==> images/met2.png <==
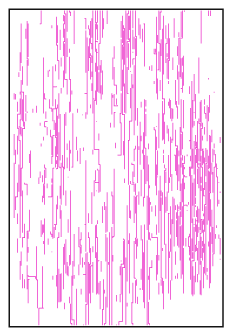
==> images/final_congestion.png <==
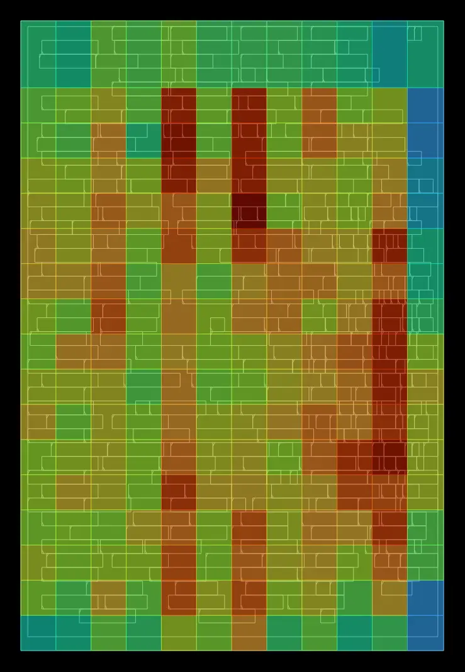
==> images/met4.png <==
Bar = 20 um. Cells faint in the background.
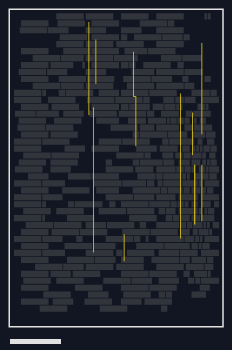
==> images/met1.png <==
Cells faint in the background.
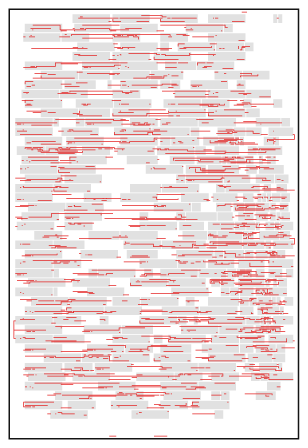
===== src/rtl/router_pkg.sv =====
// -----------------------------------------------------------------------------
// router_pkg
// Shared definitions for the 5-port mesh router:
//   - output port indices and the one-hot port vector type
//   - flit type codes carried in the two MSBs of every flit
//   - bit positions of the destination coordinates inside a flit
//   - xy_route: dimension-ordered (X first, then Y) routing decision
// -----------------------------------------------------------------------------
package router_pkg;

  localparam int NUM_PORTS  = 5;
  localparam int PORT_LOCAL = 0;
  localparam int PORT_NORTH = 1;
  localparam int PORT_EAST  = 2;
  localparam int PORT_SOUTH = 3;
  localparam int PORT_WEST  = 4;

  typedef logic [NUM_PORTS-1:0] port_vec_t;

  typedef enum logic [1:0] {
    FT_BODY   = 2'b00,
    FT_HEAD   = 2'b01,
    FT_TAIL   = 2'b10,
    FT_SINGLE = 2'b11
  } flit_type_e;

  localparam int COORD_W    = 4;
  localparam int DEST_X_LSB = 4;
  localparam int DEST_Y_LSB = 0;

  typedef enum logic {
    ST_IDLE   = 1'b0,
    ST_LOCKED = 1'b1
  } iu_state_e;

  // X is resolved completely before Y, which keeps the mesh deadlock free.
  function automatic port_vec_t xy_route(input logic [COORD_W-1:0] dest_x,
                                         input logic [COORD_W-1:0] dest_y,
                                         input logic [COORD_W-1:0] local_x,
                                         input logic [COORD_W-1:0] local_y);
    port_vec_t r;
    r = '0;
    if (dest_x > local_x) begin
      r[PORT_EAST] = 1'b1;
    end else if (dest_x < local_x) begin
      r[PORT_WEST] = 1'b1;
    end else if (dest_y > local_y) begin
      r[PORT_NORTH] = 1'b1;
    end else if (dest_y < local_y) begin
      r[PORT_SOUTH] = 1'b1;
    end else begin
      r[PORT_LOCAL] = 1'b1;
    end
    return r;
  endfunction

endpackage


===== src/rtl/flit_fifo.sv =====
// -----------------------------------------------------------------------------
// flit_fifo
// Synchronous FIFO with a first-word fall-through read port: the oldest entry
// is always visible on data_o while empty_o is low.
// Ports:
//   clk_i, rst_i   clock, synchronous active-high reset (flushes the FIFO)
//   push_i/data_i  write request and data (ignored while full)
//   pop_i          remove the front entry (ignored while empty)
//   data_o         front entry
//   full_o/empty_o occupancy flags
// -----------------------------------------------------------------------------
module flit_fifo #(
  parameter int FLIT_W = 32,
  parameter int DEPTH  = 4
) (
  input  logic              clk_i,
  input  logic              rst_i,
  input  logic              push_i,
  input  logic [FLIT_W-1:0] data_i,
  input  logic              pop_i,
  output logic [FLIT_W-1:0] data_o,
  output logic              full_o,
  output logic              empty_o
);

  localparam int AW = $clog2(DEPTH);

  logic [FLIT_W-1:0] mem_q [DEPTH];
  logic [AW:0]       wr_ptr_q;
  logic [AW:0]       rd_ptr_q;
  logic              do_push;
  logic              do_pop;

  // The extra pointer MSB tells a full FIFO apart from an empty one when the
  // index bits coincide.
  assign empty_o = (wr_ptr_q == rd_ptr_q);
  assign full_o  = (wr_ptr_q[AW] != rd_ptr_q[AW]) &&
                   (wr_ptr_q[AW-1:0] == rd_ptr_q[AW-1:0]);

  assign do_push = push_i && !full_o;
  assign do_pop  = pop_i && !empty_o;
  assign data_o  = mem_q[rd_ptr_q[AW-1:0]];

  always_ff @(posedge clk_i) begin
    if (rst_i) begin
      wr_ptr_q <= '0;
      rd_ptr_q <= '0;
    end else begin
      if (do_push) wr_ptr_q <= wr_ptr_q + {{AW{1'b0}}, 1'b1};
      if (do_pop)  rd_ptr_q <= rd_ptr_q + {{AW{1'b0}}, 1'b1};
    end
  end

  always_ff @(posedge clk_i) begin
    if (do_push) mem_q[wr_ptr_q[AW-1:0]] <= data_i;
  end

endmodule


===== src/rtl/router_input_unit.sv =====
// -----------------------------------------------------------------------------
// router_input_unit
// Input port of the mesh router: buffers flits, XY-routes each head flit,
// requests the matching output arbiter and forwards the whole wormhole packet
// once granted.
// Ports:
//   CLK, RST   clock, synchronous active-high reset
//   in_valid   upstream flit valid;  in_flit upstream flit
//   in_ready   FIFO has room
//   req        one-hot output request (0 local, 1 N, 2 E, 3 S, 4 W)
//   grant      arbiter select vector, only the requested bit counts
//   out_valid  front flit offered to the requested/locked port
//   out_flit   FIFO front flit
//   arb_next   pulse when a packet's last flit transfers
//   err_drop   pulse when an orphan body/tail flit is discarded
// -----------------------------------------------------------------------------
module router_input_unit
  import router_pkg::*;
#(
  parameter int                 FLIT_W  = 32,
  parameter int                 DEPTH   = 4,
  parameter logic [COORD_W-1:0] LOCAL_X = 4'd0,
  parameter logic [COORD_W-1:0] LOCAL_Y = 4'd0
) (
  input  logic              CLK,
  input  logic              RST,
  input  logic              in_valid,
  input  logic [FLIT_W-1:0] in_flit,
  output logic              in_ready,
  output port_vec_t         req,
  input  port_vec_t         grant,
  output logic              out_valid,
  output logic [FLIT_W-1:0] out_flit,
  output logic              arb_next,
  output logic              err_drop
);

  iu_state_e         state_q;
  port_vec_t         lock_port_q;

  logic [FLIT_W-1:0] front;
  logic              fifo_full;
  logic              fifo_empty;
  flit_type_e        front_type;
  logic              front_is_head;
  port_vec_t         route;
  logic              drop;
  logic              xfer;

  flit_fifo #(
    .FLIT_W(FLIT_W),
    .DEPTH (DEPTH)
  ) u_fifo (
    .clk_i  (CLK),
    .rst_i  (RST),
    .push_i (in_valid),
    .data_i (in_flit),
    .pop_i  (xfer || drop),
    .data_o (front),
    .full_o (fifo_full),
    .empty_o(fifo_empty)
  );

  assign front_type    = flit_type_e'(front[FLIT_W-1:FLIT_W-2]);
  assign front_is_head = (front_type == FT_HEAD) || (front_type == FT_SINGLE);
  assign route         = xy_route(front[DEST_X_LSB +: COORD_W],
                                  front[DEST_Y_LSB +: COORD_W],
                                  LOCAL_X, LOCAL_Y);

  // In LOCKED the request is held even with an empty FIFO so the output port
  // stays owned across upstream bubbles; in IDLE orphans are flushed.
  always_comb begin
    req  = '0;
    drop = 1'b0;
    case (state_q)
      ST_IDLE: begin
        if (!fifo_empty) begin
          if (front_is_head) req  = route;
          else               drop = 1'b1;
        end
      end
      ST_LOCKED: req = lock_port_q;
      default:   req = '0;
    endcase
  end

  assign out_valid = !fifo_empty && (|req);
  assign xfer      = out_valid && (|(grant & req));
  assign out_flit  = front;
  assign in_ready  = !fifo_full;
  assign err_drop  = drop;

  // Inside a locked packet only a tail ends it; heads are forwarded as body.
  assign arb_next = xfer && (((state_q == ST_IDLE)   && (front_type == FT_SINGLE)) ||
                             ((state_q == ST_LOCKED) && (front_type == FT_TAIL)));

  // Packet ownership state machine.
  always_ff @(posedge CLK) begin
    if (RST) begin
      state_q     <= ST_IDLE;
      lock_port_q <= '0;
    end else begin
      case (state_q)
        ST_IDLE: begin
          if (xfer && (front_type == FT_HEAD)) begin
            state_q     <= ST_LOCKED;
            lock_port_q <= route;
          end
        end
        ST_LOCKED: begin
          if (xfer && (front_type == FT_TAIL)) begin
            state_q     <= ST_IDLE;
            lock_port_q <= '0;
          end
        end
        default: begin
          state_q     <= ST_IDLE;
          lock_port_q <= '0;
        end
      endcase
    end
  end

endmodule


===== config.mk =====
export PLATFORM = sky130hd
export DESIGN_NAME = router_input_unit
export DESIGN_NICKNAME = d
export VERILOG_FILES = /design/src/rtl/router_pkg.sv /design/src/rtl/flit_fifo.sv /design/src/rtl/router_input_unit.sv
export SDC_FILE = /design/constraint.sdc
export NUM_CORES = 1
export LEC_CHECK = 0
export CORE_ASPECT_RATIO = 1.5
export CORE_UTILIZATION = 56
export CTS_CLUSTER_SIZE = 30
export DETAILED_ROUTE_END_ITERATION = 8
export DONT_BUFFER_PORTS = 1
export GPL_TIMING_DRIVEN = 1
export PLACE_DENSITY = 0.75
export SLEW_MARGIN = 25
export SYNTH_ARGS = -nofsm -noshare
export SYNTH_HDL_FRONTEND = slang
export SYNTH_SLANG_ARGS = --single-unit

===== constraint.sdc =====
create_clock -name CLK -period 2.3 [get_ports CLK]
set_input_delay 0.345 -clock CLK [delete_from_list [all_inputs] [get_ports CLK]]
set_output_delay 0.345 -clock CLK [all_outputs]
set_load 0.01 [all_outputs]

==> flow_summary.toml <==
# physical design summary
[setup_path]
timing.rr.end = "u_fifo.rd_ptr_q[2]$_SDFFE_PP0P_"
setup.worst_path.class = "reg -> out"
reg2regPathDepth = 11
worst-r2r-setup-slack_ns = -0.49
crit_cells = 8
crit_buf_inv = 3
slowest_delay_ns = 0.53
critPathRequiredTime_ns = 1.96
critPathCapture = "arb_next"
path_cells = "buf_12 > buf_12 > mux4_2 > buf_4 > or4_4 > nand4_4 > a31o_4 > nor3_4"
slowest_stage = "or4_4"
cp-start-kind = "flip-flop"
crit_top_cell = "buf_12"

[route]
drc = 0
wl_met3_um = 536
dr.pass1.iters = 4
avgRoutedWirePerCell_um = 22.0
wl_met2_mm = 5.62
via_count = 2737
wl_mm = 10.1
dr.max_layer_used = "met4"
met1_length_mm = 3.66
ant_nets = 0

[final_layout]
flops = 140
syn_to_final_growth_pct = 24.3
largestClassByArea = "sequential cells"
seqCellArea_um2 = 4090
n_fill_cell = 557
drive_gt1_share_pct = 42.9
largest_reg_flops = 128
lay_top_count = "edfxtp_1"
clock_area_share_pct = 8.01
seq_share_pct = 59.6
inverters = 8
comb_share_pct = 21.6
design_area_um2 = 6860
logic_gate_count = 108
layout.cells.most_common_list = "edfxtp_1 (128), buf_4 (39), mux4_2 (30), clkbuf_16 (17), dfxtp_1 (10)"
nonClockBufferCount = 57
buf_share_pct = 8.16

[yosys]
simple_gate_area_share_pct = 4.95
synth_seq_share_pct = 74.1
syn_area_per_cell_um2 = 20.7
ys_async_sr_fraction_pct = 0
xor_share_pct = 0.953
compound_area_share_pct = 2.68
top_logic_kind = "multiplexers"
ys_ff = 140
edf_count = 128
ys.flop_type = "edfxtp_1"
ys_chip_area_um2 = 5510
netlist-cell-type-count = 46
ys_cells = 267
area_leaders = "edfxtp_1 (70%), mux4_2 (12%), dfxtp_1 (4.4%)"
common_cells = "edfxtp_1 (128), mux4_2 (29), dfxtp_1 (12), nor2_1 (9), inv_1 (8)"
adder_share_pct = 1.13
yosysTopAreaCell = "edfxtp_1"
synth_cells = 267
synth_top_area_share_pct = 69.7
netlist_area_um2 = 5510

[placed_design]
place_congestion = 0.892
port_buffers = 0
dpl.hpwl_mm = 6.14

[pwr]
powerComb_uw = 2120
power_density_nw_per_um2 = 1110
powerClk_uw = 2480
p_comb_share_pct = 27.8
max-vdd-ir-drop_v = 0.000819
p_seq_uw = 3030
clkPwrFrac_pct = 32.5
p_total_uw = 7620
pwr-share-seq_pct = 39.7

[global_routing]
antenna_found_initial = 0
use_met3_pct = 7.14
grt_max_degree = 33
grt_pass1_vias = 2877
grt-ovfl-total = 0
grt_pass1_wl_mm = 15.4

[floorplanning]
core_area_um2 = 9630
ios = 81
fp_util_pct = 57.2
die_w_um = 83.0

[sta]
fin_crit_ns = 2.85
final.setup.worst_slack_ns = -0.551
hold_viol = 0
rsz0062_at_grt = "yes"
finalSetupTns_ns = -5.68
finClkSkew_ns = 0.00716
finalCritPeriodShare_pct = 124
hold_ws_ns = 0.0160
setup_viol = 16
drv_slew = 0

[clocking]
ctsHoldBuffers = 1
cts_setup_buffers = 11
clk_path_buf_depth = 2
cts_inserted_buffers = 17
htree_levels = 4
cts_tree = "done"
clock-root-buffer = "clkbuf_16"

[status]
status = "finished, violations left"
violations = "setup timing"

[worst_hold_path]
min_from = "RST"
hold_depth = 1
Notes on met2.png above:
share of all routed wire: 55%
wire length on this layer: 5,620 um

Notes on final_congestion.png above:
GRT Total Usage: 20.7%
global routing met2 resource utilization: 36.0%
final core occ: 71.2%
grt peak-use layer: met2
met1 Use GR: 22.9%

Notes on met4.png above:
wire length on this layer: 310 um
share of all routed wire: 3.1%
main direction: vertical
nets with wire on the layer: 8

Notes on met1.png above:
wire length on this layer: 3,660 um
longest straight run: 28.5 um
share of all routed wire: 36%
nets with wire on the layer: 348

Power is estimated from default activity; no workload was simulated.
